[src/rtl/dual_grant_sequencer.sv]
// Two-step priority grant sequencer: accepts a (first, second) code pair and
// issues up to two one-hot grants in turn, each ended by done or a hold timeout.
module dual_grant_sequencer #(
  parameter logic [15:0] TIMEOUT_CYCLES = 16'd1000
) (
  input  logic        clk,
  input  logic        rst,
  input  logic        code_valid,
  output logic        code_ready,
  input  logic [3:0]  first_code,
  input  logic [3:0]  second_code,
  input  logic        done,
  output logic [11:0] grant,
  output logic [3:0]  grant_code,
  output logic        busy,
  output logic        timeout_flag
);

  typedef enum logic [1:0] {IDLE, GRANT1, GRANT2} state_t;

  state_t      state_reg, state_next;
  logic [11:0] grant_reg, grant_next;
  logic [3:0]  code_reg, code_next;
  logic [3:0]  second_reg, second_next;
  logic        busy_reg, busy_next;
  logic        timeout_reg, timeout_next;
  logic [15:0] hold_reg, hold_next;

  logic [11:0] first_hot, second_hot, pend_hot;
  logic        first_ok, second_ok, hold_end;

  // Code-to-one-hot decoders; codes outside 1..12 decode to all-zero ("none").
  genvar gi;
  generate
    for (gi = 0; gi < 12; gi++) begin : g_decode
      assign first_hot[gi]  = (first_code  == 4'(gi + 1));
      assign second_hot[gi] = (second_code == 4'(gi + 1));
      assign pend_hot[gi]   = (second_reg  == 4'(gi + 1));
    end
  endgenerate

  assign first_ok   = |first_hot;
  assign second_ok  = (|second_hot) && (second_code != first_code);
  assign hold_end   = done || (hold_reg == TIMEOUT_CYCLES - 16'd1);
  assign code_ready = (state_reg == IDLE);

  always_comb begin
    state_next   = state_reg;
    grant_next   = grant_reg;
    code_next    = code_reg;
    second_next  = second_reg;
    busy_next    = busy_reg;
    timeout_next = timeout_reg;
    hold_next    = hold_reg;
    case (state_reg)
      IDLE: begin
        if (code_valid && first_ok) begin
          state_next  = GRANT1;
          grant_next  = first_hot;
          code_next   = first_code;
          busy_next   = 1'b1;
          hold_next   = 16'd0;
          second_next = second_ok ? second_code : 4'd0;
        end
      end
      GRANT1, GRANT2: begin
        hold_next = hold_reg + 16'd1;
        if (hold_end) begin
          if (!done) timeout_next = 1'b1;
          hold_next = 16'd0;
          // A nonzero pending code means the second grant was not skipped.
          if (state_reg == GRANT1 && second_reg != 4'd0) begin
            state_next  = GRANT2;
            grant_next  = pend_hot;
            code_next   = second_reg;
            second_next = 4'd0;
          end else begin
            state_next  = IDLE;
            grant_next  = 12'd0;
            code_next   = 4'd0;
            busy_next   = 1'b0;
            second_next = 4'd0;
          end
        end
      end
      default: begin
        state_next  = IDLE;
        grant_next  = 12'd0;
        code_next   = 4'd0;
        busy_next   = 1'b0;
        second_next = 4'd0;
        hold_next   = 16'd0;
      end
    endcase
  end

  always_ff @(posedge clk) begin
    if (rst) begin
      state_reg   <= IDLE;
      grant_reg   <= 12'd0;
      code_reg    <= 4'd0;
      second_reg  <= 4'd0;
      busy_reg    <= 1'b0;
      timeout_reg <= 1'b0;
      hold_reg    <= 16'd0;
    end else begin
      state_reg   <= state_next;
      grant_reg   <= grant_next;
      code_reg    <= code_next;
      second_reg  <= second_next;
      busy_reg    <= busy_next;
      timeout_reg <= timeout_next;
      hold_reg    <= hold_next;
    end
  end

  assign grant        = grant_reg;
  assign grant_code   = code_reg;
  assign busy         = busy_reg;
  assign timeout_flag = timeout_reg;

endmodule

[config.mk]
export PLATFORM = sky130hd
export DESIGN_NAME = dual_grant_sequencer
export DESIGN_NICKNAME = d
export VERILOG_FILES = /design/src/rtl/dual_grant_sequencer.sv
export SDC_FILE = /design/constraint.sdc
export NUM_CORES = 1
export LEC_CHECK = 0
export ABC_CLOCK_PERIOD_IN_PS = 3300
export CORE_AREA = 3 3 77 61
export DETAILED_ROUTE_END_ITERATION = 16
export DIE_AREA = 0 0 80 64
export PLACE_DENSITY_LB_ADDON = 0.3
export RECOVER_POWER = 50
export SYNTH_ARGS = -nofsm -noshare
export SYNTH_HDL_FRONTEND = slang
export SYNTH_SLANG_ARGS = --single-unit
[constraint.sdc]
create_clock -name clk -period 3.3 [get_ports clk]
set_input_delay 0.99 -clock clk [delete_from_list [all_inputs] [get_ports clk]]
set_output_delay 0.99 -clock clk [all_outputs]
set_load 0.05 [all_outputs]
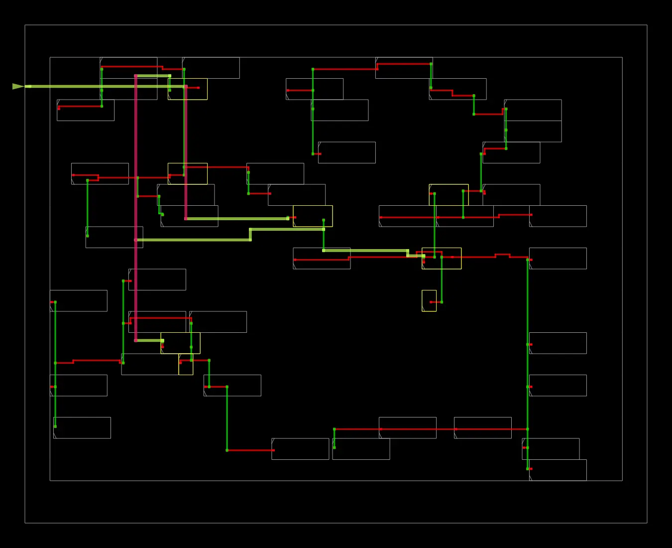
clock_nets.png
Worst-Skew Late Latency: 290 ps
Max Clock Skew: 5.32 ps
Seq cells: 40
number of clock-tree buffers in the layout: 6
power consumed by the clock network: 0.000333 W

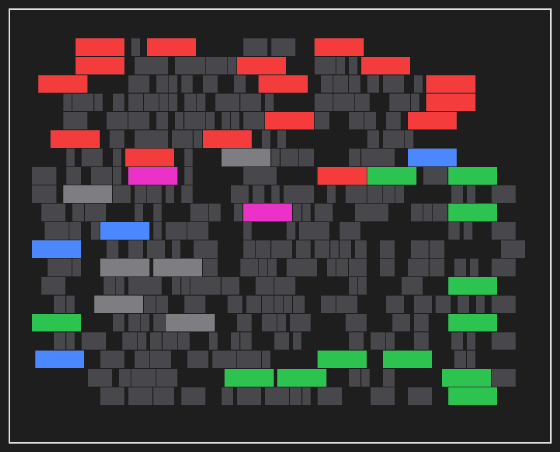
ff_map.png
[blue] `grant_code` | placed flops: 4
[magenta] `state_reg` | placed flops: 2
[green] `grant` | placed flops: 12
[red] `hold_reg` | placed flops: 16
flop share of the area: 32.1%
sequential power: 0.000524 W
final cell utilization of the core: 62.3%

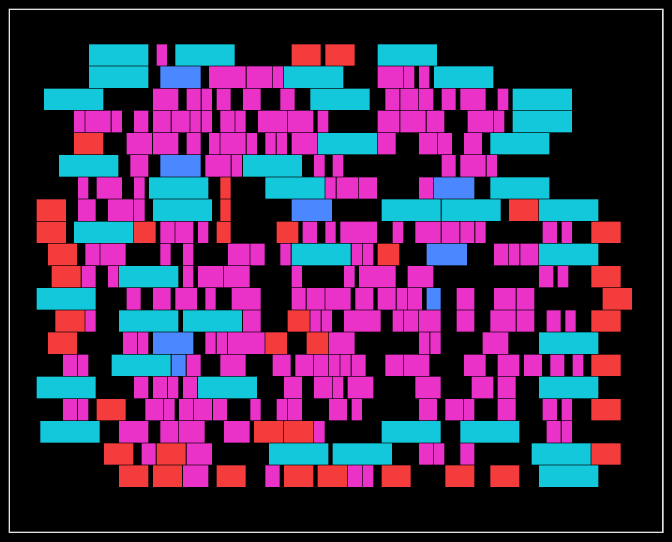
class_map.png
[cyan] registers | cells: 40 | share of their area: 33%
[magenta] remaining logic cells | cells: 203 | share of their area: 48%
[blue] clock drivers and dummy loads | cells: 8 | share of their area: 3.8%
[red] remaining buffers and delay cells | cells: 39 | share of their area: 15%

==> summary.txt <==
Results of the full flow below.

Outcome:
- The run finished with clean final reports.

Synth:
- The run puts the chip area line of the yosys report at 2080 µm².
- The run puts the number of enable flip-flop cells at 0.
- The run puts the distinct cell type count of the synthesized netlist at 38.
- dfxtp_1 takes more of the synthesized area than any other cell.
- The run gives the area share of the leading cell type in the synthesized netlist as 38.5%.
- After Yosys synthesis, full adders, half adders and majority gates account for 2.41% of the synthesized area.
- The run puts the compound-cell area share of the yosys netlist at 15.6%.
- The synthesis run shows multiplexers occupying 0% of the cell area.
- By area, the combinational part of the netlist is dominated by simple AND/OR/NAND/NOR gates.
- The run puts the number of warning messages in the yosys log at 0.
- Sequential elements use 38.5% of the synthesized area.

Finish:
- The run puts the count of inverters not on the clock network in the layout at 5.
- The run gives the clock-cell share of area as 3.71%.
- The run puts the total inserted antenna cells at 0.

Power and ir drop:
- The run puts the worst vdd rail ir drop at 0.291 mV.
- The run puts the net switching power at 0.000369 W.
- The run puts the power density of the placed cells at 453 nW/µm².
- The run puts the leakage dissipation at 0.919 nW.
- The run gives the proportion of power drawn by combinational gates as 24.2%.

Clock tree:
- The run gives the number of buffers added for setup after CTS as 0.
- The run gives the buffer levels on the longest clock path as 2.
- The CTS log lists the clock sinks for this run as 40.
- The run puts the cell resize tally after clock tree synthesis at 0.
- For reference, the clock transition at the flip-flops on the worst setup and hold paths is 70 ps.

Routing:
- The run puts the number of iterations in the first detailed-routing pass at 4.
- The run puts the ratio of routed vias to standard cells at 5.59.
- The run gives the average wire per cell in the routed design as 13.9 µm.

Setup path:
- For reference, the critical path is captured by grant_code[3]$_SDFFE_PP0P_.
- According to the timing report, the arrival time at the worst endpoint equals 3160 ps.
- The run gives the reg-to-reg startpoint as hold_reg[0]$_SDFFE_PP0P_.
- The run gives the worst path required time as 3530 ps.
- STA classifies the critical path endpoint as a flip-flop.
- Looking at the reg2reg group, the worst path ends at grant_code[3]$_SDFFE_PP0P_.
- For reference, the most critical setup path is categorized as primary input to flip-flop.
- The run puts the maximum fanout count along the critical path at 22.
- STA classifies the critical path startpoint as a primary input.

STA:
- The run puts the sum of negative setup slack at 0 ps.
- Per the finish-stage timing summary, setup violations number 0.

Die:
- The run puts the count of pins on the block boundary at 31.
- The run gives the core utilization at floorplan as 51.9%.

GRT:
- The initial antenna violation count was 0.
- Global routing used 19.7% of the available tracks across all layers.

Worst hold path:
- The run gives the worst min-delay path class as flip-flop to flip-flop.

Place:
- The run gives the pre-CTS setup slack as 169 ps.
- After its last routability iteration, the placer logged a weighted congestion of 0.912.
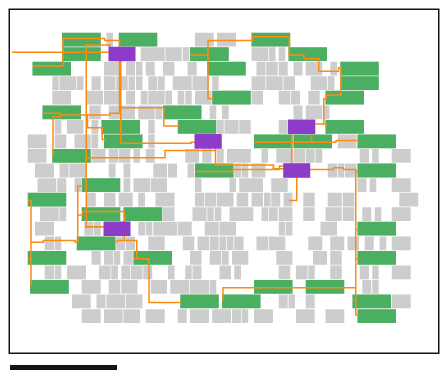
clock_wires.png
Bar = 20 µm.
[orange] clock wires | length: 494 µm
[green] flip-flops | count: 40
[purple] clock-net drivers | count: 5
flops lie: widely spread
routed clock nets: 6
share of total power in the clock network: 29.5%

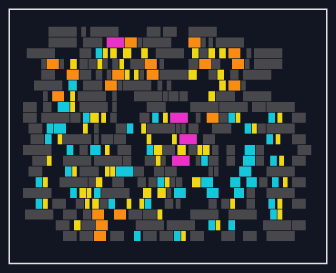
gates.png
[yellow] nand cells | cells: 62
[cyan] aoi and oai cells | cells: 43
[magenta] fa/ha/maj cells | cells: 4 | where: center
[orange] xor and xnor cells | cells: 18

## power by group through the flow
stage          Clock, W  Combinational, W  Sequential [W]
3_5_place_dp          0          0.000281        0.000535
5_1_grt        0.000363          0.000298        0.000528
4_1_cts        0.000345          0.000282        0.000524
2_1_floorplan         0          0.000168        0.000570
6_report       0.000333          0.000273        0.000524
3_3_place_gp          0          0.000279        0.000535
## critical path, cell delays in order
cell and delay (ps):
dlygate4sd3_1 620, o211a_1 260, o31a_1 270, a21o_1 190, clkbuf_2 290, or3_1 410, a21oi_1 140
## metal layers
layer / part of all wire (%) / vias up / GRT usage [%]
met5: 0 / - / 0
met4: 1.1 / 0 / 6.54
met3: 6.5 / 5 / 4.65
met2: 41 / 47 / 26.3
met1: 52 / 893 / 30.3
li1: - / 983 / -
Power and IR drop assume default switching activity.
